[config.mk]
export PLATFORM = sky130hd
export DESIGN_NAME = mem_port_arbiter
export DESIGN_NICKNAME = d
export VERILOG_FILES = /design/src/rtl/mem_port_arbiter.sv
export SDC_FILE = /design/constraint.sdc
export NUM_CORES = 1
export LEC_CHECK = 0
export ABC_AREA = 1
export CAP_MARGIN = 20
export CORE_AREA = 2 2 108 110
export CTS_BUF_LIST = sky130_fd_sc_hd__clkbuf_8
export DETAILED_ROUTE_END_ITERATION = 10
export DIE_AREA = 0 0 110 112
export PLACE_DENSITY_LB_ADDON = 0.12
export RECOVER_POWER = 25
export SLEW_MARGIN = 5
export SYNTH_ARGS = -nofsm -noshare
export SYNTH_HDL_FRONTEND = slang
export SYNTH_SLANG_ARGS = --single-unit
[constraint.sdc]
create_clock -name clk -period 4.4 [get_ports clk]
set_input_delay 0.88 -clock clk [delete_from_list [all_inputs] [get_ports clk]]
set_output_delay 0.88 -clock clk [all_outputs]
set_load 0.005 [all_outputs]
[src/rtl/mem_port_arbiter.sv]
// -----------------------------------------------------------------------------
// mem_port_arbiter
//
// Shares one single-port synchronous RAM between the instruction-fetch
// requester and the data (load/store) requester. At most one request is
// granted per cycle. The grant drives the RAM port combinationally, and the
// one-cycle-latency read data is routed back to the owner on the next cycle.
// Data has fixed priority. A saturating starvation counter forces fetch ahead
// of data after STARVE_LIMIT consecutive lost arbitrations, so fetch always
// makes progress.
//
// Parameters:
//   XLEN          address width
//   STARVE_LIMIT  consecutive fetch losses before fetch is forced (1..15)
//
// Ports:
//   clk, rst_n                 clock, synchronous active-low reset
//   if_req_valid/addr/ready    fetch request channel (valid/ready)
//   if_rsp_valid/rdata         fetch response, one cycle after the grant
//   d_req_valid/addr/we/wdata/wstrb/ready   data request channel
//   d_rsp_valid/rdata          data response (read data, or 0 for write ack)
//   mem_en/we/addr/wdata/wstrb RAM port, driven by the granted request
//   mem_rdata                  RAM read data, valid the cycle after a read
// -----------------------------------------------------------------------------
module mem_port_arbiter #(
  parameter int unsigned XLEN         = 32,
  parameter int unsigned STARVE_LIMIT = 4
) (
  input  logic            clk,
  input  logic            rst_n,
  // fetch requester
  input  logic            if_req_valid,
  input  logic [XLEN-1:0] if_req_addr,
  output logic            if_req_ready,
  output logic            if_rsp_valid,
  output logic [31:0]     if_rsp_rdata,
  // data requester
  input  logic            d_req_valid,
  input  logic [XLEN-1:0] d_req_addr,
  input  logic            d_req_we,
  input  logic [31:0]     d_req_wdata,
  input  logic [3:0]      d_req_wstrb,
  output logic            d_req_ready,
  output logic            d_rsp_valid,
  output logic [31:0]     d_rsp_rdata,
  // RAM port
  output logic            mem_en,
  output logic            mem_we,
  output logic [XLEN-1:0] mem_addr,
  output logic [31:0]     mem_wdata,
  output logic [3:0]      mem_wstrb,
  input  logic [31:0]     mem_rdata
);

  // Owner of the RAM access issued in the previous cycle.
  typedef enum logic [1:0] {
    IDLE,
    RSP_IF,
    RSP_DR,
    RSP_DW
  } rsp_st_e;

  localparam logic [3:0] LIMIT = 4'(STARVE_LIMIT);

  rsp_st_e    rsp_st_q, rsp_st_d;
  logic [3:0] starve_cnt_q, starve_cnt_d;

  logic force_if;
  logic grant_if;
  logic grant_d;

  // ---------------------------------------------------------------------------
  // Grant decision. Nothing is granted while reset is held, so every output
  // derived from the grant is quiet during reset.
  // ---------------------------------------------------------------------------
  // NOTE: every signal assigned in an always_comb gets a default first, so no
  // path through the block can leave it unassigned and infer a latch.
  always_comb begin
    force_if = if_req_valid && (starve_cnt_q == LIMIT);
    grant_if = 1'b0;
    grant_d  = 1'b0;
    if (rst_n) begin
      if (force_if) begin
        grant_if = 1'b1;
      end else if (d_req_valid) begin
        grant_d = 1'b1;
      end else if (if_req_valid) begin
        grant_if = 1'b1;
      end
    end
  end

  assign if_req_ready = grant_if;
  assign d_req_ready  = grant_d;

  // ---------------------------------------------------------------------------
  // RAM port, driven straight from the granted request.
  // ---------------------------------------------------------------------------
  always_comb begin
    mem_en    = 1'b0;
    mem_we    = 1'b0;
    mem_addr  = '0;
    mem_wdata = '0;
    mem_wstrb = '0;
    if (grant_if) begin
      mem_en   = 1'b1;
      mem_addr = if_req_addr;
    end else if (grant_d) begin
      mem_en    = 1'b1;
      mem_we    = d_req_we;
      mem_addr  = d_req_addr;
      mem_wdata = d_req_wdata;
      // Strobes mean nothing on a read; keep them zero so the RAM sees a
      // clean read command.
      mem_wstrb = d_req_we ? d_req_wstrb : 4'b0000;
    end
  end

  // ---------------------------------------------------------------------------
  // Next state: response owner and starvation counter.
  // ---------------------------------------------------------------------------
  always_comb begin
    rsp_st_d = IDLE;
    if (grant_if) begin
      rsp_st_d = RSP_IF;
    end else if (grant_d) begin
      rsp_st_d = d_req_we ? RSP_DW : RSP_DR;
    end

    // The counter only runs while fetch is waiting and losing; any fetch win
    // or an idle fetch side restarts the count.
    starve_cnt_d = '0;
    if (if_req_valid && !grant_if) begin
      starve_cnt_d = (starve_cnt_q >= LIMIT) ? LIMIT : starve_cnt_q + 4'd1;
    end
  end

  // NOTE: sequential state uses non-blocking assignments so every register
  // samples its pre-edge value and simulation order cannot matter.
  always_ff @(posedge clk) begin
    if (!rst_n) begin
      rsp_st_q     <= IDLE;
      starve_cnt_q <= '0;
    end else begin
      rsp_st_q     <= rsp_st_d;
      starve_cnt_q <= starve_cnt_d;
    end
  end

  // ---------------------------------------------------------------------------
  // Responses, combinational from the owner of last cycle's access. Gated by
  // rst_n so an access in flight at reset never surfaces.
  // ---------------------------------------------------------------------------
  always_comb begin
    if_rsp_valid = 1'b0;
    if_rsp_rdata = '0;
    d_rsp_valid  = 1'b0;
    d_rsp_rdata  = '0;
    if (rst_n) begin
      unique case (rsp_st_q)
        RSP_IF: begin
          if_rsp_valid = 1'b1;
          if_rsp_rdata = mem_rdata;
        end
        RSP_DR: begin
          d_rsp_valid = 1'b1;
          d_rsp_rdata = mem_rdata;
        end
        RSP_DW: begin
          d_rsp_valid = 1'b1;
        end
        default: begin
        end
      endcase
    end
  end

endmodule

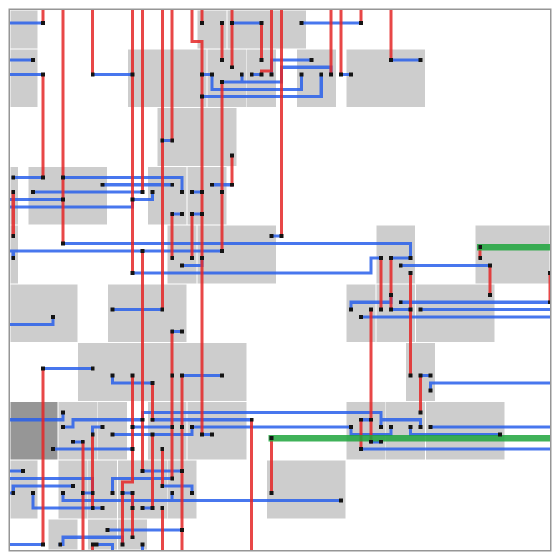
*A small window of the routed layout*
Region (70, 72) to (95, 97) um. Cells in gray, sequential cells in the stronger gray; small squares are vias.
| layer | color |
|---|---|
| metal 2 | red |
| metal 3 | green |
| metal 1 | blue |
sequential cells in the window: 0
cells with their middle in the window: 38
most frequent: clkdlybuf4s50_1 (11), nand3_1 (9), nand2_1 (9)

==> results.txt <==
From the run reports.

- The count of library flops with an enable pin is 0.
- The number of DRC markers after the initial detailed-route iteration is 133.
- The cell area that synthesis handed to floorplanning was 1563 um^2.
- The worst setup path is launched from a primary input.
- For this run, the leading register cell type out of synthesis is dfxtp_1.
- The logic depth of the worst register-to-register path reads 6.
- The cell area after layout reads 4428 um^2.
- The core utilization at floorplan is 0.1398.
- The leakage component of the power reads 0.002166 uW.
- The fill cell total of the finished layout reads 1208.
- The TritonCTS sink count is 6.
- Static timing analysis puts the maximum clock frequency at 258.7 MHz.
- The overall fraction of global-route tracks in use is 0.1420.
- The netlist uses 18 different library cells.
- From bottom edge to top edge, the die measures 112 um.
- The flow ran to the end, and the final reports show no timing, DRC or antenna violations.
- The synthesis stat section lists a flop and latch total of 6.
- Entering global routing, the biggest net connects 39 pins.
- Setup repair after global routing left no endpoint under its margin.
- Summed over all failing endpoints, the final setup total negative slack is 0 ps.
- The latest clock arrival within the worst-skew pair is 230 ps.
- The required time reported for the critical path endpoint is 3520 ps.
- The total power divided by cell area is 103.3 nW/um^2.
- The yosys stat cell total is 330.
- The overall die size recorded for this design is 12320 um^2.
- The buffer count from post-CTS setup fixing is 0.
- The standard-cell row count is 39.
- The top fanout value on the critical path reads 34.
- The number of nets with antenna violations after routing is 0.
- The transition time of the tightest slew-check pin is 1130 ps.
- The maximum buffer depth of the clock tree reads 2.
- The routed via count divided by cell count is 3.928.
- The remaining global-route overflow is 0.
- The horizontal die dimension reads 110 um.
- The fraction of final layout cells with drive strength greater than 1 is 0.05415.
- The root buffer cell is clkbuf_8.
- The synthesis warning total reads 0.
- STA classifies the critical path endpoint as an output port.
- The class of the worst hold path reads reg2reg.
- The number of CTS-inserted buffers is 3.
- Detailed placement finished with a half-perimeter wire length of 7627 um.
- The worst-case IR drop observed on VDD is 0.07985 mV.
- The initial antenna violation count is 0.
- The placer congestion estimate is 0.8176.
- The total via count after detailed routing is 2883.
- The placed standard-cell area is 4392 um^2.
- The number of detailed-route iterations in the first pass reads 4.
- The number of H-tree levels reads 1.
- Per the detail_route report, routed wire per instance is 12.58 um.
- The post-synthesis async set-or-reset flop share is 0.
- The number of diodes is 0.
- The number of maximum-capacitance constraint violations reads 0.
- The number of global-route vias before repair was 2792.
- The worst setup skew after layout is 0.4481 ps.
- The number of cells upsized or downsized after cts reads 0.
- Post-synthesis, Yosys gives the total cell area as 1563 um^2.
- In the final report, the number of hold violations comes to 0.
- The wire length of the first global-routing pass is 13840 um.
- The post-layout period usage of the worst path reads 0.8785.
- The cell count after synthesis is 330.
- Pin placement for this block handled 275 I/O pins.
- Across all checked pins, the minimum headroom to the slew limit is 0.2448.
- After the last flow step, the layout net total stands at 732.
- Counting instances, the worst hold path has a depth of 1.
- The quantity of I/O buffers inserted on ports reads 274.
- The number of nets produced by synthesis is 469.
- The routed design could run at a clock period as short as 3866 ps.
- The data arrival time of the critical path reads 2990 ps.
- The number of max-slew violations in the final report is 0.
- The number of setup violations in the final report reads 0.
- Relative to the synthesized area, the layout overhead comes to 183.3%.
- The critical path in this run is classified as in2out.
- Wires add up to 9237 um.
- Per the OpenROAD floorplan log, the area of the core is 11170 um^2.
- After detailed routing, the number of remaining DRC violations is 0.
- The CTS clock-pin slew for the worst setup and hold paths is 40 ps.
- For reference, the post-synthesis area per instance comes to 4.736 um^2.
- The number of logged tool warnings reads 27.
- TritonCTS built the clock tree.
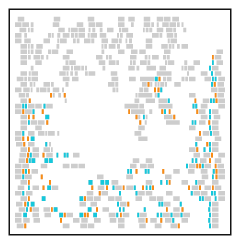
*Gate-type map*
Drawn at 2 px/um.
| family | color | cells |
|---|---|---|
| nor cells | cyan | 106 |
| inv cells | orange | 78 |
most used logic cell in the final layout: clkdlybuf4s50_1
non-filler cells in the finished layout: 734
combinational fraction of the cell area: 0.2280

-- per-stage QoR --
| stage | instances | hold WS (ps) | total power [uW] | setup WS (ps) | utilization |
|---|---|---|---|---|---|
| 2_1_floorplan | 330 | 417.3 | 151.1 | 2073 | - |
| 3_3_place_gp | 731 | 425.1 | 377.7 | 788.7 | 0.3930 |
| 3_5_place_dp | 731 | 463.3 | 379.3 | 802.2 | 0.3930 |
| 4_1_cts | 734 | 465.6 | 470.0 | 790.9 | 0.3967 |
| 5_1_grt | 734 | 487.5 | 493.9 | 316.8 | 0.3963 |
| 6_report | 734 | 455.3 | 457.5 | 534.4 | 0.3963 |
-- worst max-delay path, stage by stage --
cell and delay, ps:
clkdlybuf4s50_1 440, nand2_1 840, nand2_1 160, inv_1 130, clkdlybuf4s50_1 530
-- cell usage in the layout (no fill, tap or decap), drive strengths merged --
| cell type | netlist | final |
|---|---|---|
| nand2 | 47 | 47 |
| clkdlybuf4s50 | 0 | 244 |
| nor3 | 1 | 1 |
| ha | 2 | 2 |
| clkbuf | 5 | 4 |
| dlygate4sd3 | 0 | 30 |
| dfxtp | 6 | 6 |
| inv | 77 | 77 |
| nand3 | 66 | 66 |
| nor2 | 105 | 105 |
| buf | 17 | 5 |
| clkinv | 1 | 1 |
| nand4 | 2 | 2 |
| conb | 1 | 1 |
-- power breakdown --
group          internal (uW)  switching [uW]  leakage, uW
registers               56.9            1.20    0.0000494
clock network           59.0            26.5    0.0000216
logic                    205             109      0.00209
-- synthesized netlist by cell type (2+ instances only) --
cell / number / share of area
ha_1: 2 / 0.016
nand2_1: 45 / 0.11
dfxtp_1: 6 / 0.077
buf_6: 5 / 0.036
buf_2: 11 / 0.035
nand3_1: 66 / 0.21
nand2_2: 2 / 0.0080
inv_1: 74 / 0.18
inv_2: 3 / 0.0072
nor2_1: 87 / 0.21
nor2_2: 18 / 0.072
clkbuf_1: 5 / 0.012
-- cell families after synthesis --
family | Yosys count | synth area share
fa+ha+maj | 2 | 0.01601
buf+inv | 100 | 0.2754
flops | 6 | 0.07686
other cells | 1 | 0.002400
simple gates | 221 | 0.6293
-- final timing paths --
check | start | to | slack, ps
setup reg to reg | starve_cnt_q[0]$_SDFF_PP0_ | rsp_st_q[0]$_SDFF_PN0_ | 2450
hold / removal | starve_cnt_q[0]$_SDFF_PP0_ | starve_cnt_q[0]$_SDFF_PP0_ | 460
setup / recovery | d_req_valid | if_req_ready | 530
hold reg to reg | starve_cnt_q[0]$_SDFF_PP0_ | starve_cnt_q[0]$_SDFF_PP0_ | 460
-- state kept, by name, indices dropped and copies added, names as in the netlist --
name,flops
rsp_st_q,2
starve_cnt_q,4
-- area by class of cell --
class,instances,area (um^2),area share
timing repair buffer,280,2785,0.6290
tap,143,178.9,0.04041
inverter,78,292.8,0.06612
multi-input combinational,224,1010,0.2280
sequential,6,120.1,0.02713
clock buffer,3,41.29,0.009325
-- layer usage --
layer | vias to the layer above | GRT usage | part of all wire
met1 | 1227 | 0.1436 | 0.36
li1 | 1482 | - | -
met2 | 161 | 0.2712 | 0.51
met5 | - | 0 | 0
met3 | 13 | 0.04567 | 0.11
met4 | 0 | 0.03882 | 0.019
Power and IR drop assume default switching activity.
